==> config.mk <==
export PLATFORM = sky130hd
export DESIGN_NAME = wb_mem_requester
export DESIGN_NICKNAME = d
export VERILOG_FILES = /design/src/rtl/wb_mem_requester.sv
export SDC_FILE = /design/constraint.sdc
export NUM_CORES = 1
export LEC_CHECK = 0
export CAP_MARGIN = 20
export CORE_MARGIN = 1
export CORE_UTILIZATION = 36
export CTS_BUF_LIST = sky130_fd_sc_hd__clkbuf_16
export CTS_CLUSTER_SIZE = 8
export DETAILED_ROUTE_END_ITERATION = 8
export GPL_TIMING_DRIVEN = 0
export PLACE_DENSITY = 0.81
export SYNTH_ARGS = -nofsm -noshare
export SYNTH_HDL_FRONTEND = slang
export SYNTH_SLANG_ARGS = --single-unit
==> constraint.sdc <==
create_clock -name clk_i -period 1.6 [get_ports clk_i]
set_clock_uncertainty 0.1 [all_clocks]
set_input_delay 0.32 -clock clk_i [delete_from_list [all_inputs] [get_ports clk_i]]
set_output_delay 0.32 -clock clk_i [all_outputs]
set_load 0.01 [all_outputs]
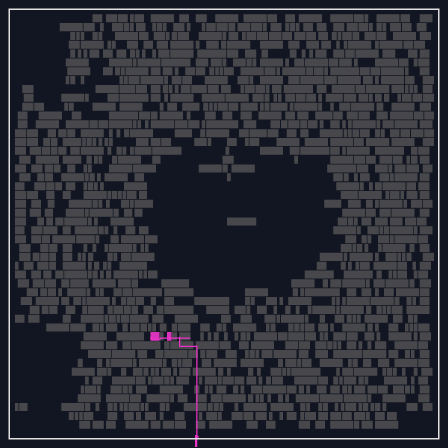
io_fan.png
Magenta is `resp_ready_i`, direction input, end cells 2, buffers 1, wire 50.9 µm.
number of top-level pins: 309
IO Port Bufs: 306

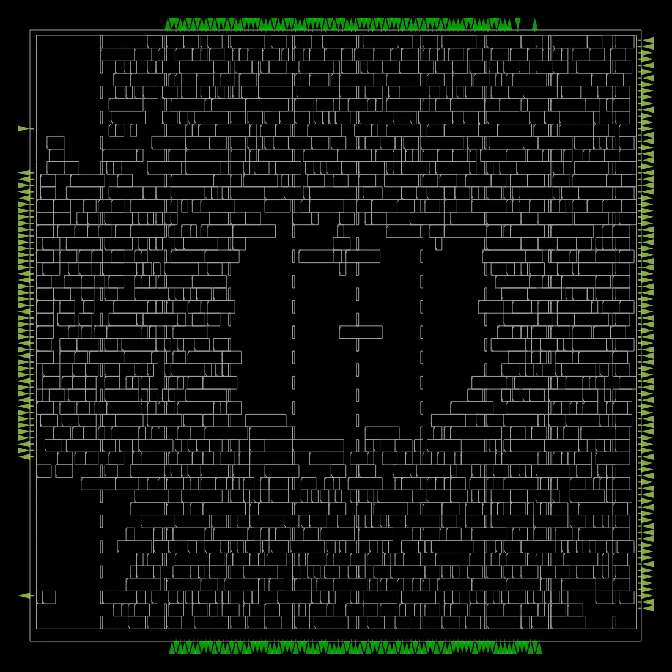
placement.png
core occupancy in the finished layout: 64.7%
sequential portion of the cell area: 30.8%
sequential cell count of the final layout: 164

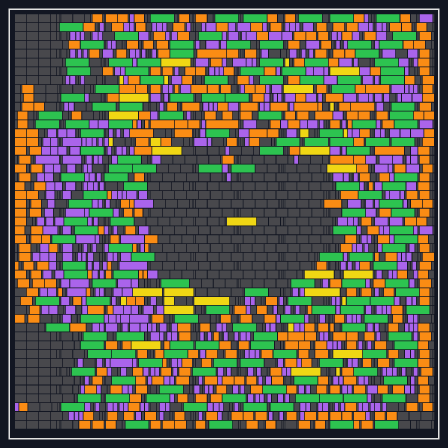
placement_by_type.png
Fill, decap, tap and diode cells in gray.
Green is flops, cells 164, share of their area 32%. Purple is combinational and other logic, cells 532, share of their area 28%. Yellow is clock drivers and dummy loads, cells 32, share of their area 5.3%. Orange is other buffers and delay cells, cells 380, share of their area 35%.
Final Instance Area: 10700 µm²
Row Count: 47
Core Footprint: 16500 µm²

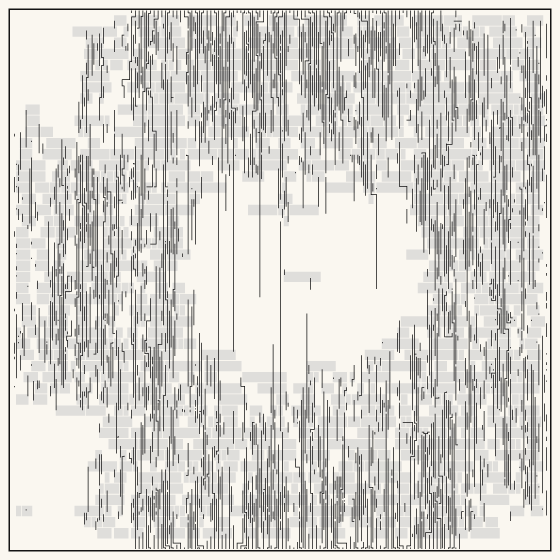
layer_met2.png
Cells faint in the background.
The longest straight run is 71.6 µm. 1071 nets have wire on it. The layer holds 50% of the routed length. The layer carries 10600 µm of wire.
vias after detailed routing: 6518
M2 GR Usage: 41.1%
final wirelength: 21400 µm

==> flow_summary.rst <==
Implementation results
======================

.. list-table::
   :header-rows: 1

   * - Metric
     - Value
   * - Fraction of power consumed by the clock network
     - 34.4%
   * - Cell chosen for the clock root
     - clkbuf_16
   * - Req. time, crit path
     - 1.84 ns
   * - Number of vias per cell after detailed routing
     - 4.91
   * - Number of instances in the synthesized netlist
     - 757
   * - Type of the most critical hold path
     - in -> reg
   * - Maximum Capacitance Violations
     - 0
   * - Post-DP HPWL
     - 14800 µm
   * - Shortest clock period the worst path allows after layout
     - 1.64 ns
   * - Die outline height
     - 132 µm
   * - Share of async-settable or async-resettable flops after synthesis
     - 0%
   * - Total CTS buffers
     - 17
   * - Number of enable-type register cells in the synthesized netlist
     - 0
   * - Cells on Worst Hold Path
     - 2
   * - Critical path class
     - reg -> reg
   * - Fraction of final layout cells with drive strength greater than 1
     - 16.2%
   * - Run status
     - finished, violations left
   * - Slowest stage cell, crit path
     - dfxtp_4
   * - Insertion delay of the later-clocked pin in the worst-skew pair
     - 0.41 ns
   * - Post-synthesis cell count from yosys
     - 757
   * - Peak Freq
     - 609 MHz
   * - Slew at the pin with the worst max-slew slack
     - 0.721 ns
   * - Post-synthesis net count
     - 919
   * - Yosys top cell area share
     - 54.2%
   * - Buffers & Inverters on Critical Path
     - 3
   * - Leading cell types by total area after synthesis
     - dfxtp_1, nand2_1, a21oi_1
   * - Antenna cells
     - 0
   * - Arrival time of data at the critical path endpoint
     - 1.88 ns
   * - Count of unique library cells instantiated by Yosys
     - 28
   * - Die x size
     - 132 µm
   * - Number of design-rule violations left by the first detailed-router iteration
     - 251
   * - Stages on the worst setup path
     - 7
   * - Post-synthesis cell type with the largest combined area
     - dfxtp_1
   * - Final net count
     - 1257
   * - Number of iterations in the first detailed-routing pass
     - 4
   * - Yosys Warn Count
     - 0
   * - Largest driver fanout on the critical path
     - 7
   * - Proportion of total power due to net switching
     - 28.2%
   * - Synth Flop Type
     - dfxtp_1
   * - Startpoint type of the worst setup path
     - register
   * - Pwr/cell area
     - 1050 nW/µm²
   * - Register area share after synthesis
     - 54.2%
   * - Antenna Nets Post-Route
     - 0
   * - H-tree level count
     - 4
   * - Leading cell type by number of instances after synthesis
     - nand2_1
   * - Global-route wire length before repair
     - 32500 µm
   * - Critical Path Sink Type
     - register
   * - Tot GR Track Use
     - 23.8%
   * - Min setup slack post-route
     - -0.0409 ns
   * - Most instantiated cells after synthesis
     - nand2_1, dfxtp_1, a21oi_1, clkbuf_1, nor2b_1
   * - Max-slew headroom
     - 51.9%
   * - Total negative slack
     - -0.463 ns
   * - Total tool warning count
     - 28
   * - Violations in the final reports
     - negative setup slack
   * - Fraction of power consumed by combinational cells
     - 24.7%
   * - Synthesis-to-layout area growth
     - 76.5%
   * - Reg2reg setup slack
     - -0.04 ns
   * - Fraction of the cycle the final worst path needs
     - 103%
   * - Total internal power
     - 8.06 mW
   * - CTS tree
     - yes
   * - Largest stage delay on the critical path
     - 0.37 ns
   * - Setup Slack @ Placement
     - -0.792 ns
   * - Number of global-route vias before repair
     - 6188
   * - Cell family with most CP delay
     - simple AND/OR/NAND/NOR gates
   * - Pin count of the biggest net entering global routing
     - 17
   * - Net Sw Power
     - 3.16 mW
   * - Syn avg cell area
     - 8.01 µm²
   * - Yosys-reported design area after synthesis
     - 6060 µm²
   * - Clock Pin Slew Worst Setup and Hold Paths
     - 0.06 ns
   * - Netlist area before placement
     - 6060 µm²
   * - Clock Tree Buf Depth
     - 2
   * - Reg power frac
     - 41.0%
   * - Detailed-route wire length per cell
     - 16.1 µm
   * - Remaining design rule violation count
     - 0
   * - Cells along the critical path
     - nor4b_4 > buf_4 > and2_4 > buf_12 > clkbuf_16 > nand2_1 > a21oi_1
   * - Setup Viol. Count Final
     - 33
   * - Worst vdd ir
     - 0.000716 V
-- what timing repair did --
action                     in CTS  in global routing
buffers inserted               11                  2
hold buffers                    0                  0
setup endpoints to repair     299                150
resized                       255                109
pin swaps                      23                 51
gates cloned                    6                  2
-- routing by layer --
layer / wire length, µm / share of wire [%] / track usage (%)
met1: 8970 / 42 / 27.9
met2: 10600 / 50 / 41.1
met5: 0 / 0 / 0
met3: 1010 / 4.7 / 4.81
met4: 802 / 3.7 / 12.2
-- cells in the final DEF, fill, tap and decap left out, types with 6 or more instances in the layout --
cell type	n
nand2_1	251
dfxtp_1	161
clkdlybuf4s50_1	160
dlygate4sd2_1	146
a21oi_1	104
a21oi_2	41
nand2_4	23
clkbuf_1	19
clkbuf_16	19
nor2b_1	16
nor2_1	16
nand3b_1	16
nand2_2	15
a211oi_1	12
buf_6	10
buf_4	10
buf_8	10
o41ai_2	7
o41ai_1	7
buf_12	6
-- power by group through the flow --
stage	clock, mW	sequential, mW	combinational (mW)
floorplan	0	4.76	0.959
finish	3.86	4.60	2.77
detailed placement	0	4.65	2.28
CTS	3.91	4.58	2.60
global route	4.11	4.63	2.97
global placement	0	4.65	2.27
-- per-stage QoR --
stage / std cells / hold slack [ns]
floorplan: 757 / 0.337
global placement: 1283 / 0.341
detailed placement: 1283 / 0.345
CTS: 1329 / 0.251
global route: 1328 / 0.306
finish: 1328 / 0.282
-- cells by family after synthesis --
family                 after synthesis  synth area share (%)
other                                1                0.0619
buffers and inverters               61                  4.91
multiplexers                         1                 0.186
AND/OR/NAND/NOR                    351                  24.2
flip-flops                         164                  54.2
AND-OR/OR-AND                      179                  16.4
-- area by class of cell --
class	count	area, µm²
repair buffers	322	3120
well taps	220	275
plain buffers	58	495
flip-flops and latches	164	3290
fillers	1372	5830
multi-input cells	532	2960
clock inverters	15	125
clock buffers	17	425
Power and IR drop assume default switching activity.
